$ cat src/rtl/bw_io_hstl_cal_ctl.sv
// HSTL driver calibration sequencer: holds drivers in por after reset, then slews
// cbu/cbd one LSB at a time toward handshaked targets, stepping only while pads are quiet.
module bw_io_hstl_cal_ctl #(
  parameter int unsigned POR_CYC    = 16,
  parameter int unsigned QUIET_CYC  = 2,
  parameter int unsigned SETTLE_CYC = 4,
  parameter logic [8:1]  CBU_RST    = 8'h80,
  parameter logic [8:1]  CBD_RST    = 8'h80
) (
  input  logic       clk,
  input  logic       rst_l,
  input  logic       cal_vld,
  input  logic [8:1] cal_cbu,
  input  logic [8:1] cal_cbd,
  input  logic       drv_idle,
  output logic       cal_ack,
  output logic [8:1] cbu,
  output logic [8:1] cbd,
  output logic       por,
  output logic       upd_busy
);

  typedef enum logic [2:0] {
    StPorHold,
    StIdle,
    StWaitQuiet,
    StStep,
    StSettle
  } state_e;

  localparam logic [7:0] PorLast    = 8'(POR_CYC - 1);
  localparam logic [7:0] QuietLast  = 8'(QUIET_CYC - 1);
  localparam logic [7:0] SettleLast = 8'(SETTLE_CYC - 1);

  state_e     r_state, w_state_nxt;
  logic [7:0] r_cnt, w_cnt_nxt;
  logic [8:1] r_tgt_u, w_tgt_u_nxt;
  logic [8:1] r_tgt_d, w_tgt_d_nxt;
  logic [8:1] r_cbu, w_cbu_nxt;
  logic [8:1] r_cbd, w_cbd_nxt;
  logic       r_por, w_por_nxt;
  logic       w_at_tgt;

  assign w_at_tgt = (r_cbu == r_tgt_u) && (r_cbd == r_tgt_d);

  always_comb begin
    w_state_nxt = r_state;
    w_cnt_nxt   = r_cnt;
    w_tgt_u_nxt = r_tgt_u;
    w_tgt_d_nxt = r_tgt_d;
    w_cbu_nxt   = r_cbu;
    w_cbd_nxt   = r_cbd;
    w_por_nxt   = r_por;
    cal_ack     = 1'b0;
    case (r_state)
      StPorHold: begin
        if (r_cnt == PorLast) begin
          w_state_nxt = StIdle;
          w_cnt_nxt   = 8'd0;
          w_por_nxt   = 1'b0;
        end else begin
          w_cnt_nxt = r_cnt + 8'd1;
        end
      end
      StIdle: begin
        if (cal_vld) begin
          cal_ack     = 1'b1;
          w_tgt_u_nxt = cal_cbu;
          w_tgt_d_nxt = cal_cbd;
          if ((cal_cbu != r_cbu) || (cal_cbd != r_cbd)) begin
            w_state_nxt = StWaitQuiet;
            w_cnt_nxt   = 8'd0;
          end
        end
      end
      StWaitQuiet: begin
        // Only an unbroken run of quiet cycles qualifies a step.
        if (!drv_idle) begin
          w_cnt_nxt = 8'd0;
        end else if (r_cnt == QuietLast) begin
          w_state_nxt = StStep;
          w_cnt_nxt   = 8'd0;
        end else begin
          w_cnt_nxt = r_cnt + 8'd1;
        end
      end
      StStep: begin
        if (r_cbu < r_tgt_u) begin
          w_cbu_nxt = r_cbu + 8'd1;
        end else if (r_cbu > r_tgt_u) begin
          w_cbu_nxt = r_cbu - 8'd1;
        end
        if (r_cbd < r_tgt_d) begin
          w_cbd_nxt = r_cbd + 8'd1;
        end else if (r_cbd > r_tgt_d) begin
          w_cbd_nxt = r_cbd - 8'd1;
        end
        w_state_nxt = StSettle;
        w_cnt_nxt   = 8'd0;
      end
      StSettle: begin
        if (r_cnt == SettleLast) begin
          w_cnt_nxt   = 8'd0;
          w_state_nxt = w_at_tgt ? StIdle : StWaitQuiet;
        end else begin
          w_cnt_nxt = r_cnt + 8'd1;
        end
      end
      default: begin
        w_state_nxt = StPorHold;
        w_cnt_nxt   = 8'd0;
        w_por_nxt   = 1'b1;
      end
    endcase
  end

  always_ff @(posedge clk or negedge rst_l) begin
    if (!rst_l) begin
      r_state <= StPorHold;
      r_cnt   <= 8'd0;
      r_tgt_u <= CBU_RST;
      r_tgt_d <= CBD_RST;
      r_cbu   <= CBU_RST;
      r_cbd   <= CBD_RST;
      r_por   <= 1'b1;
    end else begin
      r_state <= w_state_nxt;
      r_cnt   <= w_cnt_nxt;
      r_tgt_u <= w_tgt_u_nxt;
      r_tgt_d <= w_tgt_d_nxt;
      r_cbu   <= w_cbu_nxt;
      r_cbd   <= w_cbd_nxt;
      r_por   <= w_por_nxt;
    end
  end

  assign cbu      = r_cbu;
  assign cbd      = r_cbd;
  assign por      = r_por;
  assign upd_busy = (r_state == StWaitQuiet) || (r_state == StStep) || (r_state == StSettle);

endmodule
$ cat config.mk
export PLATFORM = sky130hd
export DESIGN_NAME = bw_io_hstl_cal_ctl
export DESIGN_NICKNAME = d
export VERILOG_FILES = /design/src/rtl/bw_io_hstl_cal_ctl.sv
export SDC_FILE = /design/constraint.sdc
export NUM_CORES = 1
export LEC_CHECK = 0
export CORE_MARGIN = 3
export CORE_UTILIZATION = 26
export DETAILED_ROUTE_END_ITERATION = 7
export PLACE_DENSITY = 0.55
export SYNTH_ARGS = -nofsm -noshare
export SYNTH_HDL_FRONTEND = slang
export SYNTH_SLANG_ARGS = --single-unit
$ cat constraint.sdc
create_clock -name clk -period 7.95 [get_ports clk]
set_input_delay 1.59 -clock clk [delete_from_list [all_inputs] [get_ports clk]]
set_output_delay 1.59 -clock clk [all_outputs]
set_load 0.005 [all_outputs]
Fig. 1: run 1, logic cells by family
Scale: 4 px per um.
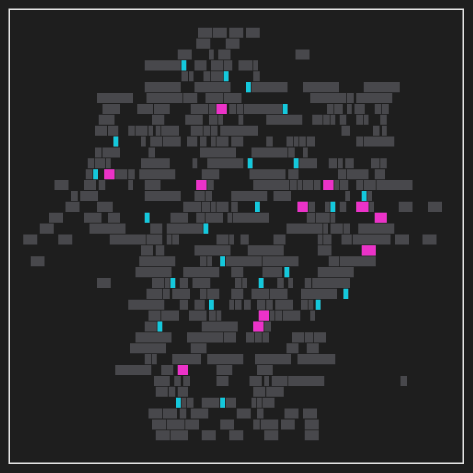
inverters -> cyan  # cells 23
AND-OR and OR-AND gates -> magenta  # cells 11

Fig. 2: run 1, sizing map
Scale: 4 px per um.
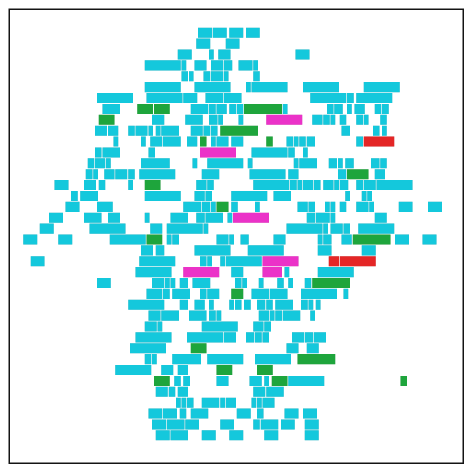
_6 and larger -> magenta  # cells 6, share 1.7%
_0 and _1 cells -> cyan  # cells 325, share 92%
_3 and _4 cells -> red  # cells 3, share 0.85%
_2 cells -> green  # cells 21, share 5.9%

Fig. 3: run 1, routing congestion
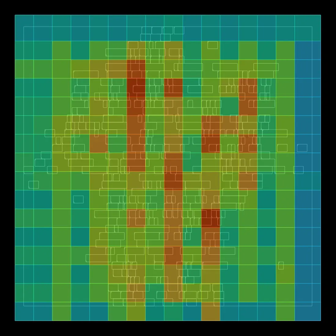
busiest grt layer: met2
M1 GR Usage: 14.1%

Fig. 4: run 1, met3 routing
Scale: 2 px per um.
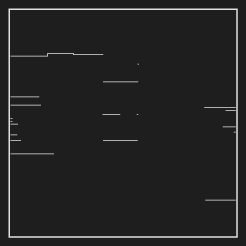
wire length on this layer = 196 um
main direction = horizontal
share of all routed wire = 3.0%
nets with wire on the layer = 15

==> impl_metrics.yaml, run 1 <==
# implementation run metrics
cts:
  root_buffer: "clkbuf_16"
  postCtsResizedCells: 0
  cts_buffers: 5
  hold_buffers: 0
  cts.path.max_buffers: 2
  post_cts.repair.setup_buffers: 0
  clk_pin_slew_ns: 0.06
  h-tree-depth: 2
logic_synthesis:
  syn_nets: 368
  synth.most_common_cell: "dfrtp_1"
  yosys-stat-cells: 316
  top_area_share_pct: 32.7
  yosysUniqueCellTypes: 45
  synthesis.area_mm2: 0.00298
  edf_count: 0
  ff_type: "dfrtp_1"
  yosys.area.top_type: "dfrtp_1"
  yosys-top-cells-count: "dfrtp_1, ha_1, xnor2_1, nand2_1, inv_1"
worst_hold_path:
  hold_class: "flop to flop"
  holdPathStages: 1
  worstHoldEndpoint: "r_tgt_u[1]"
floorplanning:
  core_mm2: 0.0110
  tapCellCount: 140
  die_y_um: 113
  pin_count: 39
  rows: 38
  floorplan.core_util_pct: 27.1
worst_setup_path:
  cpPeakStageDelay_ns: 0.56
  reg2reg_to: "cbu[7]"
  worstRegToRegCells: 12
  cp-end-kind: "output port"
  path_delay_family: "buffers and inverters"
  crit_end: "cal_ack"
  startpoint: "cal_vld"
  crit_cells: 4
  crit_chain: "clkdlybuf4s50_1 > nor4bb_4 > buf_4 > clkdlybuf4s50_1"
  critPathLaunchType: "primary input"
  worstReg2RegStart: "cbu[2]"
  crit_top_cell: "clkdlybuf4s50_1"
  cp_max_fo: 31
  cp.arrival_ns: 3.29
placement:
  gp_congestion: 0.744
  dp.cells: 487
  io_buffers: 38
  hpwl_um: 5040
  pre_cts_ws_ns: 3.07
finish:
  nMultiInputCombCells: 241
  fillers: 1142
  layout-drive-gt1-share_pct: 8.45
  final_common_cell: "dfrtp_1"
  nClkBuffers: 6
  clk_share_pct: 4.06
  regArea_mm2: 0.00111
  comb_share_pct: 48.2
  comb_area_mm2: 0.00177
  area_dominant_class: "multi-input combinational cells"
  fin_util_pct: 33.3
  area_delta_synth_final_pct: 23.0
  inverters: 23
run:
  drv_cap: 0
drt:
  dr.pass1.iters: 4
  wl_per_cell_um: 13.1
sta:
  max_slew_margin_pct: 33.4
  min_period_ns: 4.88
  finalSetupViolations: 0
  whs_ns: 0.493
  finClkSkew_ns: 0.00442
  final_hold_viol_count: 0
  finalMaxSlewViolations: 0
  fmax_ghz: 0.205
  layout_setup_ws_ns: 3.07
  finalCritPeriodShare_pct: 61.3
grt:
  track_usage_pct: 10.8
  grt_util_met3_pct: 2.73
  grtUsageMet2_pct: 18.2
  gr-total-overflow: 0
  antenna_found_initial: 0
power:
  power.density_mw_per_mm2: 257
  leakage_nw: 1.60
  internal_power_mw: 0.601
  finalPower_mw: 0.943
  ir_drop_mv: 0.0912
  netSwitchingPower_mw: 0.342
run_status:
  status: "finished, final reports clean"
## run 1: kinds of logic after synthesis
family	share of synthesized area, %
buf+inv	4.11
compound gates	16.3
simple gates	14.9
flops	37.1
xor+xnor	8.80
fa+ha+maj	13.9
mux	4.86
## run 1: metal layers
| metal | routed length [um] | part of all wire (%) |
|---|---|---|
| met5 | 0 | 0 |
| met2 | 3150 | 48 |
| met1 | 3100 | 48 |
| met4 | 55 | 0.85 |
| met3 | 196 | 3.0 |
## run 1: power groups by stage
stage,clock network (mW),registers [mW],logic [mW]
floorplan,0,0.348,0.274
global placement,0,0.373,0.360
detailed placement,0,0.375,0.367
CTS,0.214,0.372,0.371
global route,0.223,0.384,0.424
finish,0.206,0.371,0.366
Fig. 5: run 1, the metal 2 layer
Scale: 2 px per um. Cells faint in the background.
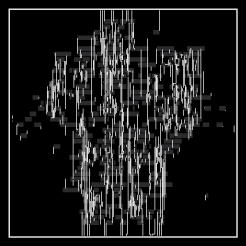

==> inputs of run 2 (changes only) <==
- PLACE_DENSITY: 0.55 -> 0.56
- clock period: 7.95 -> 4.3 ns (I/O delays scaled with it)
Fig. 6: run 2, the metal 2 layer
Scale: 2 px per um. Cells faint in the background.
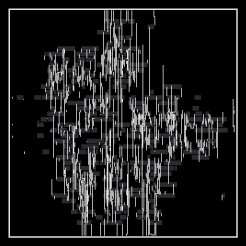
nets with wire on the layer = 335
main direction = vertical
longest straight run = 42.5 um
share of all routed wire = 48%

==> impl_metrics.yaml, run 2 <==
# implementation run metrics
logic_synthesis:
  synthesis.area_mm2: 0.00298
  yosys.area.top_type: "dfrtp_1"
  simple_gate_area_share_pct: 14.9
  xor_share_pct: 8.81
  yosys-stat-cells: 316
  yosysUniqueCellTypes: 45
  ys_sh_aoi_pct: 16.3
  ff_type: "dfrtp_1"
  synthTopLogicFamily: "AND-OR/OR-AND gates"
  adder_share_pct: 13.9
  edf_count: 0
  top_area_share_pct: 32.7
  ys_sh_mux_pct: 4.86
  syn_nets: 368
  synth.most_common_cell: "dfrtp_1"
  yosys-top-cells-count: "dfrtp_1, ha_1, xnor2_1, nand2_1, inv_1"
cts:
  cts_tree: "built"
  postCtsResizedCells: 0
  hold_buffers: 0
  post_cts.repair.setup_buffers: 0
  cts.path.max_buffers: 2
  root_buffer: "clkbuf_16"
  cts_buffers: 5
  clk_pin_slew_ns: 0.06
  h-tree-depth: 2
worst_setup_path:
  critPathLaunchType: "flop"
  required_ns: 4.47
  crit_end: "cbu[7]"
  cp_max_fo: 7
  cp-end-kind: "flop"
  worstReg2RegStart: "cbu[2]"
  reg2reg_to: "cbu[7]"
  startpoint: "cbu[2]"
  cp.arrival_ns: 3.36
  worstRegToRegCells: 12
grt:
  met1_usage_pct: 14.5
  track_usage_pct: 11.2
  grt_pass1_vias: 2332
  antenna_found_initial: 0
  grt_busiest_layer: "met2"
  gr-total-overflow: 0
  grtUsageMet2_pct: 18.8
finish:
  nonClockBufferCount: 39
  n_antenna_cell: 0
  nClkBuffers: 6
  comb_area_mm2: 0.00177
  inverters: 23
  regArea_mm2: 0.00111
  nMultiInputCombCells: 241
  area_delta_synth_final_pct: 23.9
  comb_share_pct: 47.8
  fin_area_mm2: 0.00370
  sh_seq_area_pct: 29.9
  layout-drive-gt1-share_pct: 8.45
  clk_share_pct: 4.80
  fillers: 1125
  flop-count: 44
  area_dominant_class: "multi-input combinational cells"
  final_common_cell: "dfrtp_1"
  fin_util_pct: 33.5
worst_hold_path:
  hold_class: "flop to flop"
  worstHoldEndpoint: "r_tgt_u[1]"
  holdPathStages: 1
sta:
  layout_setup_ws_ns: 1.11
  fmax_ghz: 0.313
  max_slew_margin_pct: 31.6
  final_hold_viol_count: 0
  whs_ns: 0.497
  min_period_ns: 3.19
  finalSetupViolations: 0
  finalCritPeriodShare_pct: 74.3
  finalMaxSlewViolations: 0
  finClkSkew_ns: 0.00938
run_status:
  status: "finished, final reports clean"
run:
  warning_count: 27
  drv_cap: 0
power:
  leakage_nw: 1.61
  ir_drop_mv: 0.182
  netSwitchingPower_mw: 0.649
  power.density_mw_per_mm2: 493
  finalPower_mw: 1.82
  internal_power_mw: 1.17
  p_seq_share_pct: 37.6
drt:
  routed_wl_um: 6800
  route.met3.wl_um: 180
  routed.top_layer: "met4"
  drtIter0Drc: 82
  dr.pass1.iters: 4
  wl_met1_um: 3270
  wl_met2_um: 3260
floorplanning:
  dieArea_mm2: 0.0128
  floorplan.core_util_pct: 27.1
  die_y_um: 113
  pin_count: 39
  tapCellCount: 140
  core_mm2: 0.0110
  rows: 38
placement:
  hpwl_um: 5100
  pre_cts_ws_ns: 1.12
  io_buffers: 38
  gp_congestion: 0.760
  dp.cells: 487
Fig. 7: run 2, routing congestion
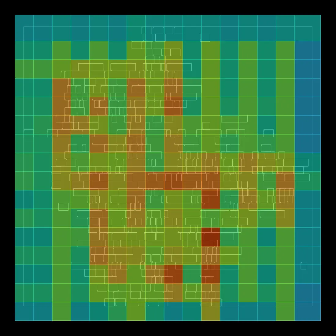
routing usage on met3: 2.46%
routed len/inst: 13.7 um

## run 2: netlist changes by cell type in the layout (fill, tap and decap cells not counted), sizes merged
cell    before  now
clkinv       2    1
bufinv       0    1
## run 2: worst max-delay path, stage by stage (launching register included)
cell,delay [ns]
dfrtp_1,0.46
ha_1,0.35
nor2b_1,0.13
o211ai_1,0.21
a21oi_1,0.13
nand2b_1,0.30
fa_1,0.46
a21o_1,0.17
a21oi_1,0.25
o21bai_1,0.10
a21oi_1,0.18
xnor2_1,0.07
mux2_2,0.26
## run 2: power by group through the flow
stage | Clock, mW | Sequential (mW) | Combinational, mW
global route | 0.483 | 0.710 | 0.785
detailed placement | 0 | 0.692 | 0.685
floorplan | 0 | 0.642 | 0.506
finish | 0.456 | 0.685 | 0.683
global placement | 0 | 0.691 | 0.670
CTS | 0.468 | 0.687 | 0.690
Fig. 8: run 2, sizing map
Scale: 4 px per um.
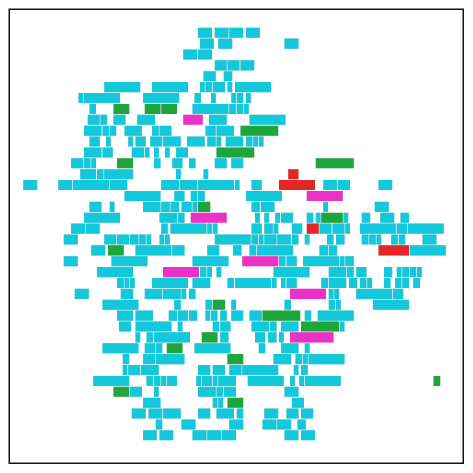

==> inputs of run 3 (changes only) <==
- PLACE_DENSITY: 0.56 -> 0.55
- clock period: 4.3 -> 3.1 ns (I/O delays scaled with it)
Fig. 9: run 3, sizing map
Scale: 4 px per um.
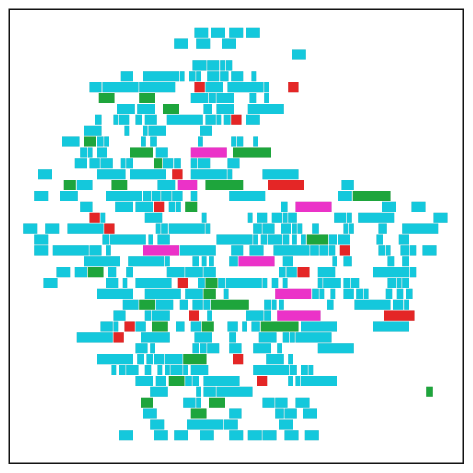
_0 and _1 cells -> cyan  # cells 317, share 86%
_3 and _4 cells -> red  # cells 17, share 4.6%
_2 cells -> green  # cells 27, share 7.3%
_6 and larger -> magenta  # cells 7, share 1.9%

==> impl_metrics.yaml, run 3 <==
# implementation run metrics
run_status:
  status: "finished, final reports clean"
placement:
  gp_congestion: 0.793
  dp.cells: 500
  io_buffers: 38
  pre_cts_ws_ns: 0.0321
  hpwl_um: 5340
  postPlaceCellArea_mm2: 0.00362
logic_synthesis:
  yosys-stat-cells: 316
  xor_share_pct: 8.81
  ys_seq_elements: 44
  ys_warn_count: 0
  ys_sh_mux_pct: 4.86
  simple_gate_area_share_pct: 14.9
  postSynthCellCount: 316
  edf_count: 0
  synthesis.area_mm2: 0.00298
  synth.most_common_cell: "dfrtp_1"
  ys_sh_aoi_pct: 16.3
  synthTopLogicFamily: "AND-OR/OR-AND gates"
  yosys-top-cells-count: "dfrtp_1, ha_1, xnor2_1, nand2_1, inv_1"
  syn_nets: 368
  ff_type: "dfrtp_1"
  yosysUniqueCellTypes: 45
  adder_share_pct: 13.9
  top_cells_by_area: "dfrtp_1, ha_1, xnor2_1, dfstp_2, mux2_2"
  yosys.area.top_type: "dfrtp_1"
  top_area_share_pct: 32.7
finish:
  lay_top_cells: "dfrtp_1, clkdlybuf4s50_1, xnor2_1, ha_1, nand2_1"
  layout-drive-gt1-share_pct: 13.9
  n_antenna_cell: 0
  nMultiInputCombCells: 241
  fin_util_pct: 34.7
  flop-count: 44
  nonClkBufAreaFrac_pct: 12.5
  clk_share_pct: 4.64
  inverters: 23
  nClkBuffers: 6
  comb_share_pct: 47.1
  regArea_mm2: 0.00111
  comb_area_mm2: 0.00180
  nonClockBufferCount: 52
  area_dominant_class: "multi-input combinational cells"
  area_delta_synth_final_pct: 28.4
  final_common_cell: "dfrtp_1"
  fillers: 1119
  fin_area_mm2: 0.00383
  sh_seq_area_pct: 28.9
floorplanning:
  pin_count: 39
  die_y_um: 113
  dieArea_mm2: 0.0128
  floorplan.core_util_pct: 27.1
  core_mm2: 0.0110
  rows: 38
  die_w_um: 113
  tapCellCount: 140
worst_setup_path:
  critPathKind: "flop to flop"
  required_ns: 3.27
  worstReg2RegStart: "cbu[2]"
  cp-end-kind: "flop"
  cpPeakStageDelay_ns: 0.44
  slowest_stage: "fa_1"
  startpoint: "cbu[2]"
  critPathLaunchType: "flop"
  crit_top_cell: "a21oi_2"
  cp.arrival_ns: 3.13
  crit_end: "cbu[7]"
  worstRegToRegCells: 12
  crit_chain: "ha_1 > nor2b_1 > o211ai_1 > a21oi_2 > nand2b_2 > fa_1 > a21o_1 > a21oi_2 > o21bai_1 > a21oi_1 > xnor2_1 > mux2_2"
  reg2reg_to: "cbu[7]"
  cp_max_fo: 7
sta:
  finClkSkew_ns: 0.00701
  max_slew_margin_pct: 31.4
  finalMaxSlewViolations: 0
  finalCritPeriodShare_pct: 95.3
  fmax_ghz: 0.339
  tightest_slew_ns: 1.03
  layout_setup_ws_ns: 0.146
  min_period_ns: 2.95
  whs_ns: 0.510
  finalSetupViolations: 0
  final_hold_viol_count: 0
power:
  leakage_nw: 1.70
  ir_drop_mv: 0.285
  power.density_mw_per_mm2: 684
  finalPower_mw: 2.62
cts:
  clk_pin_slew_ns: 0.07
  cts_tree: "built"
  root_buffer: "clkbuf_16"
  h-tree-depth: 2
  cts_buffers: 5
  clk_latency_ns: 0.29
  cts.path.max_buffers: 2
  hold_buffers: 0
drt:
  route.met3.wl_um: 209
  dr.pass1.iters: 4
  routed.top_layer: "met4"
  wl_met1_um: 3340
  wl_per_cell_um: 14.0
  vias: 2416
  antenna_left: 0
  wl_met2_um: 3470
  routed_wl_um: 7110
  viasPerCell: 4.76
  drtIter0Drc: 95
grt:
  grt_pass1_wl_um: 11900
  grt_busiest_layer: "met2"
  grt_util_met3_pct: 2.99
  antenna_found_initial: 0
  grt_pass1_vias: 2423
  grtUsageMet2_pct: 19.5
  met1_usage_pct: 14.7
  track_usage_pct: 11.6
  gr-total-overflow: 0
run:
  drv_cap: 0
  warning_count: 27
worst_hold_path:
  worstHoldEndpoint: "r_tgt_u[1]"
  hold_class: "flop to flop"
  holdPathStages: 1
Fig. 10: run 3, the metal 2 layer
Scale: 2 px per um. Cells faint in the background.
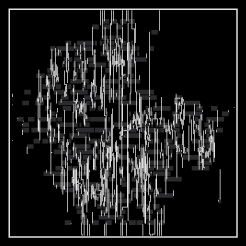
share of all routed wire = 49%
wire length on this layer = 3470 um
longest straight run = 42.2 um

[run 3: cell types whose count changed in the layout (fill, tap and decap cells not counted), sizes merged]
cell	change
buf	+13
[run 3: worst max-delay path, delay by kind of cell, from the launching register on]
family / cells / cell delay (ns)
mux: 1 / 0.26
fa+ha+maj: 2 / 0.75
compound gates: 6 / 0.96
simple gates: 2 / 0.40
xor+xnor: 1 / 0.08
flops: 1 / 0.39
[run 3: report_power, final]
group	leakage (nW)	switching (mW)	internal (mW)
Combinational	1.07	0.563	0.520
Clock	0.0871	0.236	0.404
Sequential	0.548	0.133	0.765
[run 3: what timing repair did]
item                                    in CTS  in global routing
endpoints found under the setup margin       0                  4
resized                                      0                  8
buffers inserted                             0                  0
No activity file was given, so power comes from the tool's default toggle rates.
